### src/rtl/cpu_run_controller.sv
// Run controller for cpu_top. It sequences the CPU reset and watches for halt.
// At halt it captures the result and checks it against an expected value.
// It also counts RUN cycles and stops the run with a watchdog timeout.
module cpu_run_controller #(
  parameter int unsigned DATA_W       = 16,
  parameter int unsigned CYCLE_W      = 16,
  parameter int unsigned RESET_CYCLES = 1,
  parameter int unsigned TIMEOUT      = 1000
) (
  input  logic               clk,
  input  logic               reset,
  input  logic               start,
  input  logic               cpu_halt,
  input  logic [DATA_W-1:0]  cpu_result,
  input  logic [DATA_W-1:0]  expected,
  input  logic               check_en,
  output logic               cpu_reset,
  output logic               running,
  output logic               done,
  output logic               pass,
  output logic               fail,
  output logic               timeout,
  output logic [CYCLE_W-1:0] cycle_count,
  output logic [DATA_W-1:0]  result_q
);

  // hold_cnt only has to reach RESET_CYCLES-1.
  localparam int unsigned HOLD_W = (RESET_CYCLES > 1) ? $clog2(RESET_CYCLES) : 1;
  localparam logic [HOLD_W-1:0]  HOLD_LAST  = HOLD_W'(RESET_CYCLES - 1);
  localparam logic [CYCLE_W-1:0] CNT_MAX    = '1;
  localparam logic [CYCLE_W-1:0] TMO_LAST   = CYCLE_W'(TIMEOUT - 1);
  localparam logic [CYCLE_W-1:0] TMO_VAL    = CYCLE_W'(TIMEOUT);
  localparam logic               TIMEOUT_EN = (TIMEOUT != 0);

  typedef enum logic [1:0] {
    S_HOLD,
    S_RUN,
    S_HALTED,
    S_TIMEOUT
  } state_t;

  state_t            state;
  logic [HOLD_W-1:0] hold_cnt;
  logic              restart;

  // A start request is honoured in every state except HOLD.
  always_comb begin
    restart = start && (state != S_HOLD);
  end

  // Run sequencing, capture, cycle counting and the watchdog.
  always_ff @(posedge clk or posedge reset) begin
    if (reset) begin
      state       <= S_HOLD;
      hold_cnt    <= '0;
      cpu_reset   <= 1'b1;
      running     <= 1'b0;
      done        <= 1'b0;
      pass        <= 1'b0;
      fail        <= 1'b0;
      timeout     <= 1'b0;
      cycle_count <= '0;
      result_q    <= '0;
    end else if (restart) begin
      // Abort the run: go back to HOLD and clear the flags. result_q keeps its value.
      state       <= S_HOLD;
      hold_cnt    <= '0;
      cpu_reset   <= 1'b1;
      running     <= 1'b0;
      done        <= 1'b0;
      pass        <= 1'b0;
      fail        <= 1'b0;
      timeout     <= 1'b0;
      cycle_count <= '0;
    end else begin
      case (state)
        S_HOLD: begin
          cpu_reset <= 1'b1;
          if (hold_cnt == HOLD_LAST) begin
            state       <= S_RUN;
            hold_cnt    <= '0;
            cpu_reset   <= 1'b0;
            running     <= 1'b1;
            cycle_count <= '0;
          end else begin
            hold_cnt <= hold_cnt + HOLD_W'(1);
          end
        end
        S_RUN: begin
          if (cpu_halt) begin
            // Halt beats the watchdog. The count does not step on the halt edge.
            state    <= S_HALTED;
            running  <= 1'b0;
            done     <= 1'b1;
            result_q <= cpu_result;
            pass     <= check_en && (cpu_result == expected);
            fail     <= check_en && (cpu_result != expected);
          end else if (TIMEOUT_EN && (cycle_count == TMO_LAST)) begin
            state       <= S_TIMEOUT;
            running     <= 1'b0;
            done        <= 1'b1;
            timeout     <= 1'b1;
            cycle_count <= TMO_VAL;
          end else if (cycle_count != CNT_MAX) begin
            cycle_count <= cycle_count + CYCLE_W'(1);
          end
        end
        S_HALTED, S_TIMEOUT: begin
          // Outputs stay frozen until start or reset.
          cpu_reset <= 1'b0;
        end
        default: begin
          state <= S_HOLD;
        end
      endcase
    end
  end

endmodule

### config.mk
export PLATFORM = sky130hd
export DESIGN_NAME = cpu_run_controller
export DESIGN_NICKNAME = d
export VERILOG_FILES = /design/src/rtl/cpu_run_controller.sv
export SDC_FILE = /design/constraint.sdc
export NUM_CORES = 1
export LEC_CHECK = 0
export CORE_MARGIN = 5
export CORE_UTILIZATION = 48
export DETAILED_ROUTE_END_ITERATION = 10
export PLACE_DENSITY_LB_ADDON = 0.1
export SETUP_SLACK_MARGIN = 0.2
export SLEW_MARGIN = 30
export SYNTH_ARGS = -nofsm -noshare
export SYNTH_HDL_FRONTEND = slang
export SYNTH_SLANG_ARGS = --single-unit
### constraint.sdc
create_clock -name clk -period 4.1 [get_ports clk]
set_clock_uncertainty 0.15 [all_clocks]
set_input_delay 0.41 -clock clk [delete_from_list [all_inputs] [get_ports clk]]
set_output_delay 0.41 -clock clk [all_outputs]
set_load 0.02 [all_outputs]
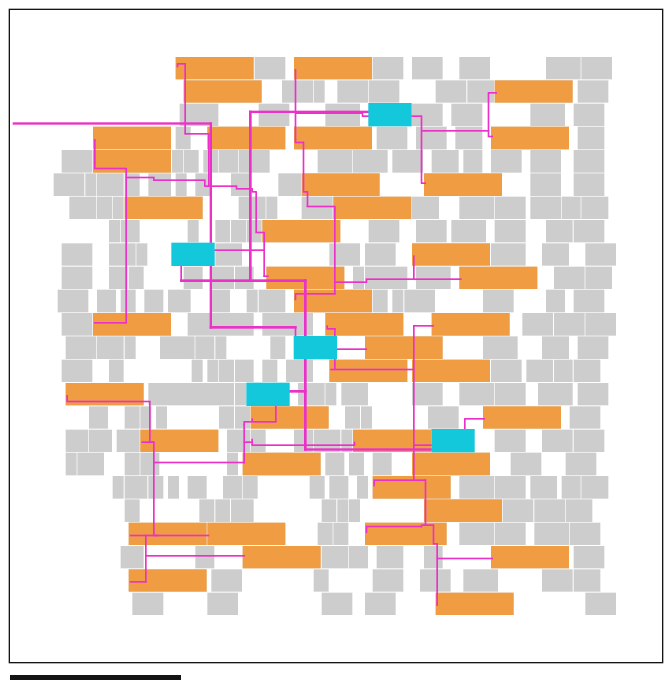
clock_wires.png
The bar under the picture is 20 um long.
flip-flops -> orange  # count 40
clock-net drivers -> cyan  # count 5
clock wires -> magenta  # length 511 um
routed clock nets = 6

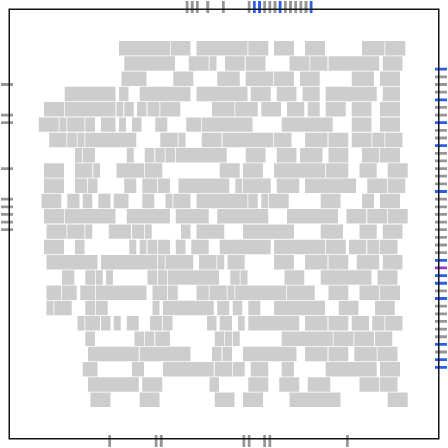
pinout.png
Pins as bars across the die edge, other pins in gray.
cpu_result -> blue  # pins 16, direction input, edge 12 right, 4 top
done -> purple  # pins 1, direction output, edge right

==> job_summary.md <==
### Yosys + OpenROAD results

| Metric | Value |
|---|---|
| Seq pwr share | `approximately two fifths` |
| Dominant comb cell | `simple AND/OR/NAND/NOR gates` |
| Reg2reg start | `state[1]` |
| Fillers | `about 360` |
| Initial antenna violation count | `0` |
| DIE AREA | `5800 um^2` |
| Adder-cell area share of the yosys netlist | `0.596%` |
| Total Neg Setup Slack | `0 ns` |
| Post-Syn Area | `roughly 2100 um^2` |
| CTS root buf | `clkbuf_8` |
| Clock Power | `0.271 mW` |
| First-pass GRT wire length | `8.85 mm` |
| CTS clk-pin slew, worst paths | `0.07 ns` |
| Num rows | `24` |
| Vias in the first global route | `1801` |
| Synthesized registers | `about 40` |
| Synth Net Count | `235` |
| Die Span X | `76.2 um` |
| Iteration-0 DRC count of the detailed router | `99` |
| Slew margin rel. | `41.7%` |
| Sw Ratio | `about a third` |
| Critical-path cell list | `clkdlybuf4s50_1, or3b_1, nor2_2, mux2_2` |
| Die Y | `approximately 76 um` |
| Internal Pwr Total | `between 0.9 and 1 mW` |
| Fmax | `368 MHz` |
| Peak fanout along the critical path | `18` |
| Hpwl dp | `between 3 and 4 mm` |
| Vias | `1811` |
| YS warnings | `0` |
| Sequential fraction of the synthesis area | `47.7%` |
| Top cells, area | `dfrtp_1, mux2_2, xor2_1` |
| LEAKAGE | `approximately 1.2 nW` |
| Reg-to-reg slack, setup | `1.55 ns` |
| Flop area | `1000 um^2` |
| Largest net degree at the start of global routing | `29` |
| Tmin final | `approximately 2.7 ns` |
| Distinct lib cells | `43` |
| Crit. End Element | `flip-flop` |
| Biggest consumer | `combinational logic` |
| Count leader, synth | `dfrtp_1` |
| Hold WC Path Type | `input port to async pin` |
| CTS max path bufs | `2` |
| Per-cell routed wire length | `15.8 um` |
| Arrival time at the worst endpoint | `2.75 ns` |
| Latency at later pin | `0.29 ns` |
| NetSw | `0.491 mW` |
| Post-CTS Repair Setup Buffers | `0` |
| Chip area line of the yosys report | `around 2100 um^2` |
| Yosys xor share | `6.67%` |
| Most common logic cell in the routed design | `clkdlybuf4s50_1` |
| R2R cell count | `3` |
| Vias per cell | `5.59` |
| Simple-Gate Area Share | `17.2%` |
| Max IR drop VDD | `0.188 mV` |
| Critical path class | `input port to flip-flop` |
| Number of enable flip-flop cells | `0` |
| CTS H-tree depth | `2` |
| Crit path largest cell delay | `0.76 ns` |
| Share of total power in the clock network | `18.7%` |
| FF-to-FF End | `result_q[8]` |
| Status | `finished, final reports clean` |
| Main flop type | `dfrtp_1` |
| I/O Buffers | `74` |
| Post-route clock period utilization | `66.3%` |
| DRC | `0` |
| Antenna Nets Post-Route | `0` |
| PostCTS Resize Cnt | `0` |
| Final #Nets | `309` |
| Ys cells | `a little under 200` |
| Post-synth top cells | `dfrtp_1, mux2_2, o21ai_0, xor2_1, nand2_1` |
| Placeable Area | `4290 um^2` |
| Area Growth Syn to Fin | `40.8%` |
| Layout cells sized above 1 | `about 14%` |
| Area of the multi-input gates | `1020 um^2` |
| Ys async rst share | `100%` |
| First drt pass iteration count | `4` |
| Io pins | `75` |
| Max-slew violations | `0` |
| # diodes | `0` |
| Num Clock Sinks | `40` |
| Final worst hold slack | `0.331 ns` |
| Clock buffer count from CTS | `5` |
| Top cells excl fill/tap | `clkdlybuf4s50_1, dfrtp_1, o21ai_0, mux2_2, xor2_1` |
| Final setup fails | `0` |
| Logic power comb | `0.610 mW` |
| Post-Syn Instances | `197` |
| Complex Gates by Area | `15.5%` |
| Tool Warnings | `26` |
| Area leader, netlist | `dfrtp_1` |
| Routed WL | `about 5.1 mm` |
| Pre-Place Util | `around half` |
| Seq pwr | `0.566 mW` |
| GRT Overall Usage | `approximately 19%` |
| Power per cell area | `489 nW/um^2` |
| Crit path required time | `4.13 ns` |
| Mean Syn Cell Area | `between 10 and 15 um^2` |
| CTS hold repair buffers | `0` |
| Gate power share | `42.2%` |
| CP Launch Type | `input port` |
| Area fraction in mux cells | `8.58%` |
| Unrepaired setup endpoints after global routing | `false` |
| Grt total ovfl | `0` |
| CTS tree | `built` |
| Slowest CP cell | `nor2_2` |
| Post-synth top area share | `46.5%` |
| Worst-margin pin slew | `0.874 ns` |
| Final Hold Viols | `0` |
| Max Cap Viol | `0` |
| RD Place Congestion | `0.789` |
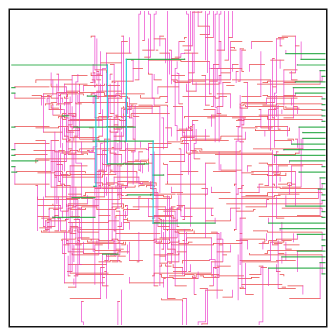
layers.png
M2 -> magenta  # wire length 2420 um
M1 -> red  # wire length 2280 um
M4 -> cyan  # wire length 85.0 um
M3 -> green  # wire length 326 um

layer usage:
metal	vias up	global-route usage [%]	wire, um
met2	67	28.8	2420
met3	10	5.91	326
met5	-	0	0
met1	856	24.5	2280
met4	0	6.12	85
li1	878	-	-
layout make-up:
class                           instances  share of cell area (%)
Sequential cell                        40                    33.9
Clock inverter                          2                   0.338
Tap cell                               52                    2.20
Inverter                                5                   0.635
Clock buffer                            6                    2.79
Timing Repair Buffer                   76                    25.7
Multi-Input combinational cell        143                    34.5
metrics by stage:
| stage | power (mW) | utilization (%) | setup slack (ns) | area, um^2 | cells |
|---|---|---|---|---|---|
| after floorplan | 0.913 | - | 1.96 | 2100 | 197 |
| after global placement | 1.17 | 66.5 | 0.944 | 2850 | 315 |
| after detailed placement | 1.19 | 66.5 | 0.900 | 2850 | 315 |
| after CTS | 1.46 | 68.6 | 1.23 | 2950 | 323 |
| after global routing | 1.54 | 68.9 | 1.24 | 2960 | 324 |
| final | 1.45 | 68.9 | 1.38 | 2960 | 324 |
state kept, by name, summed over array words and instances, names as in the netlist:
register / flops
state: 2
cpu_reset: 1
timeout: 1
fail: 1
cycle_count: 16
running: 1
pass: 1
done: 1
result_q: 16
worst max-delay path by stage:
stage | start | end | slack [ns] | cells after the start
floorplan | cycle_count[11] | cycle_count[2] | 1.96 | 5
global placement | start | cycle_count[6] | 0.94 | 5
detailed placement | start | cycle_count[6] | 0.90 | 5
CTS | start | cycle_count[7] | 1.23 | 5
global route | start | result_q[2] | 1.24 | 4
finish | start | result_q[8] | 1.38 | 4
worst max-delay path, delay by kind of cell:
family	cells	cell delay [ns]
and+or+nand+nor	2	1.41
buffers and inverters	1	0.51
muxes	1	0.42
No activity file was given, so power comes from the tool's default toggle rates.
